$ cat config.mk
export PLATFORM = sky130hd
export DESIGN_NAME = controle_exibicao
export DESIGN_NICKNAME = d
export VERILOG_FILES = /design/src/rtl/controle_exibicao_pkg.sv /design/src/rtl/controle_exibicao_divisor_tick.sv /design/src/rtl/controle_exibicao.sv
export SDC_FILE = /design/constraint.sdc
export NUM_CORES = 1
export LEC_CHECK = 0
export CAP_MARGIN = 0
export CORE_MARGIN = 1.5
export CORE_UTILIZATION = 35
export DETAILED_ROUTE_END_ITERATION = 10
export PLACE_DENSITY = 0.51
export SLEW_MARGIN = 20
export SYNTH_ARGS = -nofsm -noshare
export SYNTH_HDL_FRONTEND = slang
export SYNTH_SLANG_ARGS = --single-unit
$ cat constraint.sdc
create_clock -name clock -period 2.2 [get_ports clock]
set_input_delay 0.22 -clock clock [delete_from_list [all_inputs] [get_ports clock]]
set_output_delay 0.22 -clock clock [all_outputs]
set_load 0.005 [all_outputs]
$ cat src/rtl/controle_exibicao_pkg.sv
// Shared definitions for the scrolling-panel mode sequencer: mode encodings
// and the helpers that step through them.
package controle_exibicao_pkg;

    typedef enum logic [1:0] {
        MODO_EXIBE   = 2'b00,
        MODO_DIR_ESQ = 2'b01,
        MODO_ESQ_DIR = 2'b10
    } modo_t;

    // 00 -> 01 -> 10 -> 00; the unused code 11 also falls back to static.
    function automatic modo_t prox_modo(input modo_t m);
        modo_t r;
        case (m)
            MODO_EXIBE:   r = MODO_DIR_ESQ;
            MODO_DIR_ESQ: r = MODO_ESQ_DIR;
            default:      r = MODO_EXIBE;
        endcase
        return r;
    endfunction

    function automatic modo_t inverte_dir(input modo_t m);
        return (m == MODO_DIR_ESQ) ? MODO_ESQ_DIR : MODO_DIR_ESQ;
    endfunction

endpackage

$ cat src/rtl/controle_exibicao_divisor_tick.sv
// Shift-rate prescaler: counts 0..DIV_TICK-1 while enabled and flags the
// terminal count combinationally from the registered count.
module controle_exibicao_divisor_tick #(
    parameter int DIV_TICK = 50000
) (
    input  logic clock,
    input  logic rst_n,
    input  logic en,
    input  logic clr,
    output logic tc
);

    localparam int LARG_DIV = (DIV_TICK > 1) ? $clog2(DIV_TICK) : 1;
    localparam logic [LARG_DIV-1:0] ULTIMO = LARG_DIV'(DIV_TICK - 1);

    logic [LARG_DIV-1:0] cnt_q, cnt_d;

    assign tc = en && (cnt_q == ULTIMO);

    // Clear has priority so a mode change always restarts the step period.
    always_comb begin
        cnt_d = cnt_q;
        if (clr)
            cnt_d = '0;
        else if (tc)
            cnt_d = '0;
        else if (en)
            cnt_d = cnt_q + LARG_DIV'(1);
    end

    always_ff @(posedge clock or negedge rst_n) begin
        if (!rst_n)
            cnt_q <= '0;
        else
            cnt_q <= cnt_d;
    end

endmodule

$ cat src/rtl/controle_exibicao.sv
// Mode sequencer for the scrolling message panel: drives the 2-bit select of
// the per-bit mode multiplexers, paced by the prescaler and a column counter.
module controle_exibicao
    import controle_exibicao_pkg::*;
#(
    parameter int DIV_TICK    = 50000,
    parameter int NUM_COLUNAS = 35,
    parameter int LARG_COL    = $clog2(NUM_COLUNAS)
) (
    input  logic                clock,
    input  logic                rst_n,
    input  logic                btn_modo,
    input  logic                btn_pausa,
    input  logic                auto_ciclo,
    output logic                ch0,
    output logic                ch1,
    output logic                habilita_shift,
    output logic [1:0]          modo_atual,
    output logic [LARG_COL-1:0] coluna,
    output logic                passagem_fim,
    output logic                pausado
);

    localparam logic [LARG_COL-1:0] COL_ULTIMA = LARG_COL'(NUM_COLUNAS - 1);

    modo_t               modo_q, modo_d;
    logic                pausado_q, pausado_d;
    logic [LARG_COL-1:0] coluna_q, coluna_d;
    logic                hab_q, hab_d;
    logic                fim_q, fim_d;
    logic [1:0]          ch_q, ch_d;
    logic                div_en, div_clr, tick;

    controle_exibicao_divisor_tick #(
        .DIV_TICK(DIV_TICK)
    ) u_divisor (
        .clock(clock),
        .rst_n(rst_n),
        .en   (div_en),
        .clr  (div_clr),
        .tc   (tick)
    );

    assign div_en = (modo_q != MODO_EXIBE) && !pausado_q;

    always_comb begin
        modo_d    = modo_q;
        pausado_d = pausado_q;
        coluna_d  = coluna_q;
        hab_d     = 1'b0;
        fim_d     = 1'b0;
        ch_d      = 2'b00;
        div_clr   = 1'b0;

        if (btn_modo) begin
            // A button press overrides everything, including a pending step.
            modo_d    = prox_modo(modo_q);
            pausado_d = 1'b0;
            coluna_d  = '0;
            div_clr   = 1'b1;
        end else begin
            if (tick) begin
                hab_d    = 1'b1;
                ch_d     = modo_q;
                fim_d    = (coluna_q == COL_ULTIMA);
                coluna_d = (coluna_q == COL_ULTIMA) ? '0 : coluna_q + LARG_COL'(1);
            end
            if (auto_ciclo && fim_q && (modo_q != MODO_EXIBE)) begin
                modo_d   = inverte_dir(modo_q);
                coluna_d = '0;
                div_clr  = 1'b1;
            end
            if (btn_pausa && (modo_q != MODO_EXIBE))
                pausado_d = !pausado_q;
        end
    end

    always_ff @(posedge clock or negedge rst_n) begin
        if (!rst_n) begin
            modo_q    <= MODO_EXIBE;
            pausado_q <= 1'b0;
            coluna_q  <= '0;
            hab_q     <= 1'b0;
            fim_q     <= 1'b0;
            ch_q      <= 2'b00;
        end else begin
            modo_q    <= modo_d;
            pausado_q <= pausado_d;
            coluna_q  <= coluna_d;
            hab_q     <= hab_d;
            fim_q     <= fim_d;
            ch_q      <= ch_d;
        end
    end

    assign ch0            = ch_q[0];
    assign ch1            = ch_q[1];
    assign habilita_shift = hab_q;
    assign modo_atual     = modo_q;
    assign coluna         = coluna_q;
    assign passagem_fim   = fim_q;
    assign pausado        = pausado_q;

endmodule

Fig. 1: I/O pins on the die edge
Pins as bars across the die edge, other pins in grey.
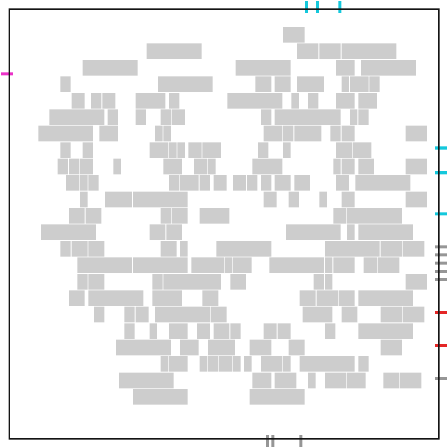
[`coluna`] cyan | pins: 6 | direction: output | edge: 3 top, 3 right
[`modo_atual`] red | pins: 2 | direction: output | edge: right
[`clock`] magenta | pins: 1 | direction: input | edge: left
Die H: 70.8 um
Die Span X: 70.8 um
PortBufs: 17

Fig. 2: placement by cell class
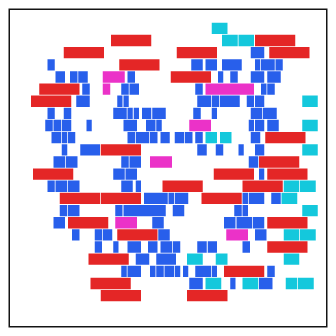
[flip-flops] red | cells: 29 | share of their area: 39%
[clock drivers and dummy loads] magenta | cells: 7 | share of their area: 5.6%
[other buffers and delay cells] cyan | cells: 21 | share of their area: 11%
[all other logic] blue | cells: 128 | share of their area: 45%
fin util: 43.8%
num rows: 24
CORE AREA: 4380 sq um

Fig. 3: signal wires by layer
Two of the layers only.
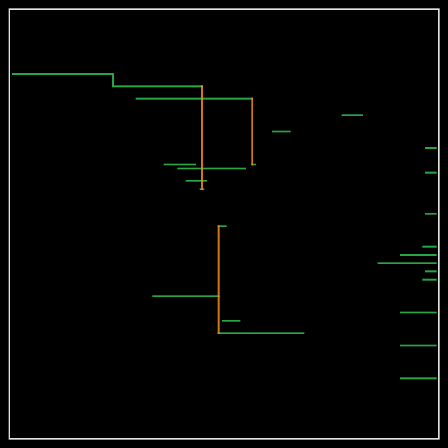
[met4] orange | wire length: 45.6 um
[met3] green | wire length: 150 um
WL/cell: 15.5 um
detailed-route wire length: 3.68 mm

Fig. 4: congestion heat map
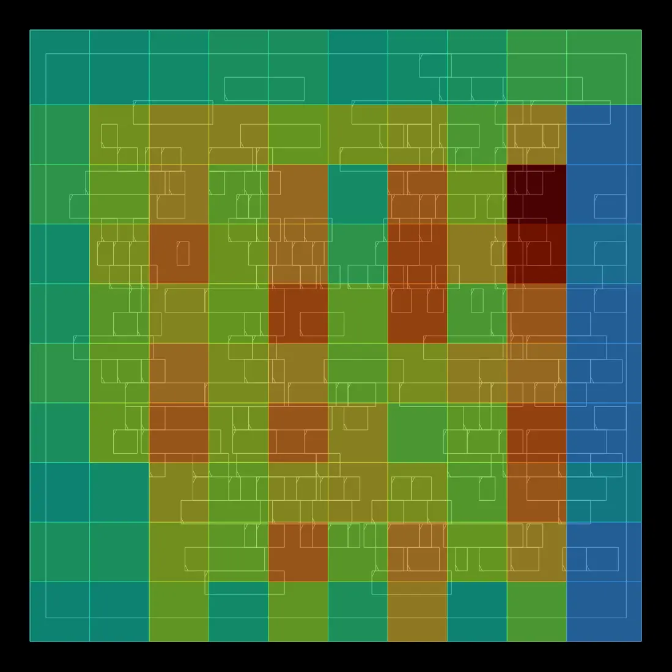
met2 Use GR: 26.4%
GR peak layer: met2
met3 Resource Use GR: 4.42%
met1 usage: 19.8%

Fig. 5: clock wires, drivers and flops
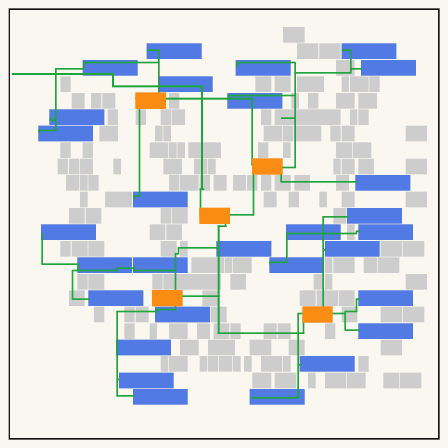
[clock wires] green | length: 448 um
[flip-flops] blue | count: 29
[cells driving clock nets] orange | count: 5
flops lie: widely spread
routed clock nets: 6
clock group share of total power: 37.8%
Latency at later pin: 0.28 ns
clk pwr: 537 uW
Setup Skew: 0.00501 ns

==> impl_metrics.json <==
{
  "ioPinCount": 18,
  "ys_sh_simple_pct": 24.4,
  "fp_nets": 174,
  "placed_cell_area_sq_um": 1820,
  "edf_count": 0,
  "drc": 0,
  "worst-path-stages": 4,
  "whs_ns": 0.326,
  "diodes": 0,
  "rrSetupSlack_ns": 0.35,
  "p_per_area_nw_per_um2": 739,
  "ff_latch_area_sq_um": 726,
  "hold_viol": 0,
  "cts_buffer_depth": 2,
  "ys_cells": 166,
  "firstDrtPassIters": 4,
  "status": "finished, final reports clean",
  "setup_slack_ns": 0.346,
  "ir_drop_v": 0.000242,
  "top_area_cell": "dfrtp_1",
  "synth_cell_types": 40,
  "yosysSeqAreaShare_pct": 45.2,
  "cts_made_buffers": 5,
  "logic_gate_count": 125,
  "synth-seq-cells": 29,
  "slowest_stage": "or4_1",
  "comb_area_sq_um": 816,
  "power_leader": "sequential cells",
  "nNonClkInverters": 3,
  "layout.cells.most_common": "dfrtp_1",
  "fin_crit_ns": 1.85,
  "pg_comb_uw": 240,
  "crit_arrival_ns": 2.07,
  "path_delay_family": "simple AND/OR/NAND/NOR gates"
}
Power figures rest on the tool's default switching activity, not on a simulated workload.
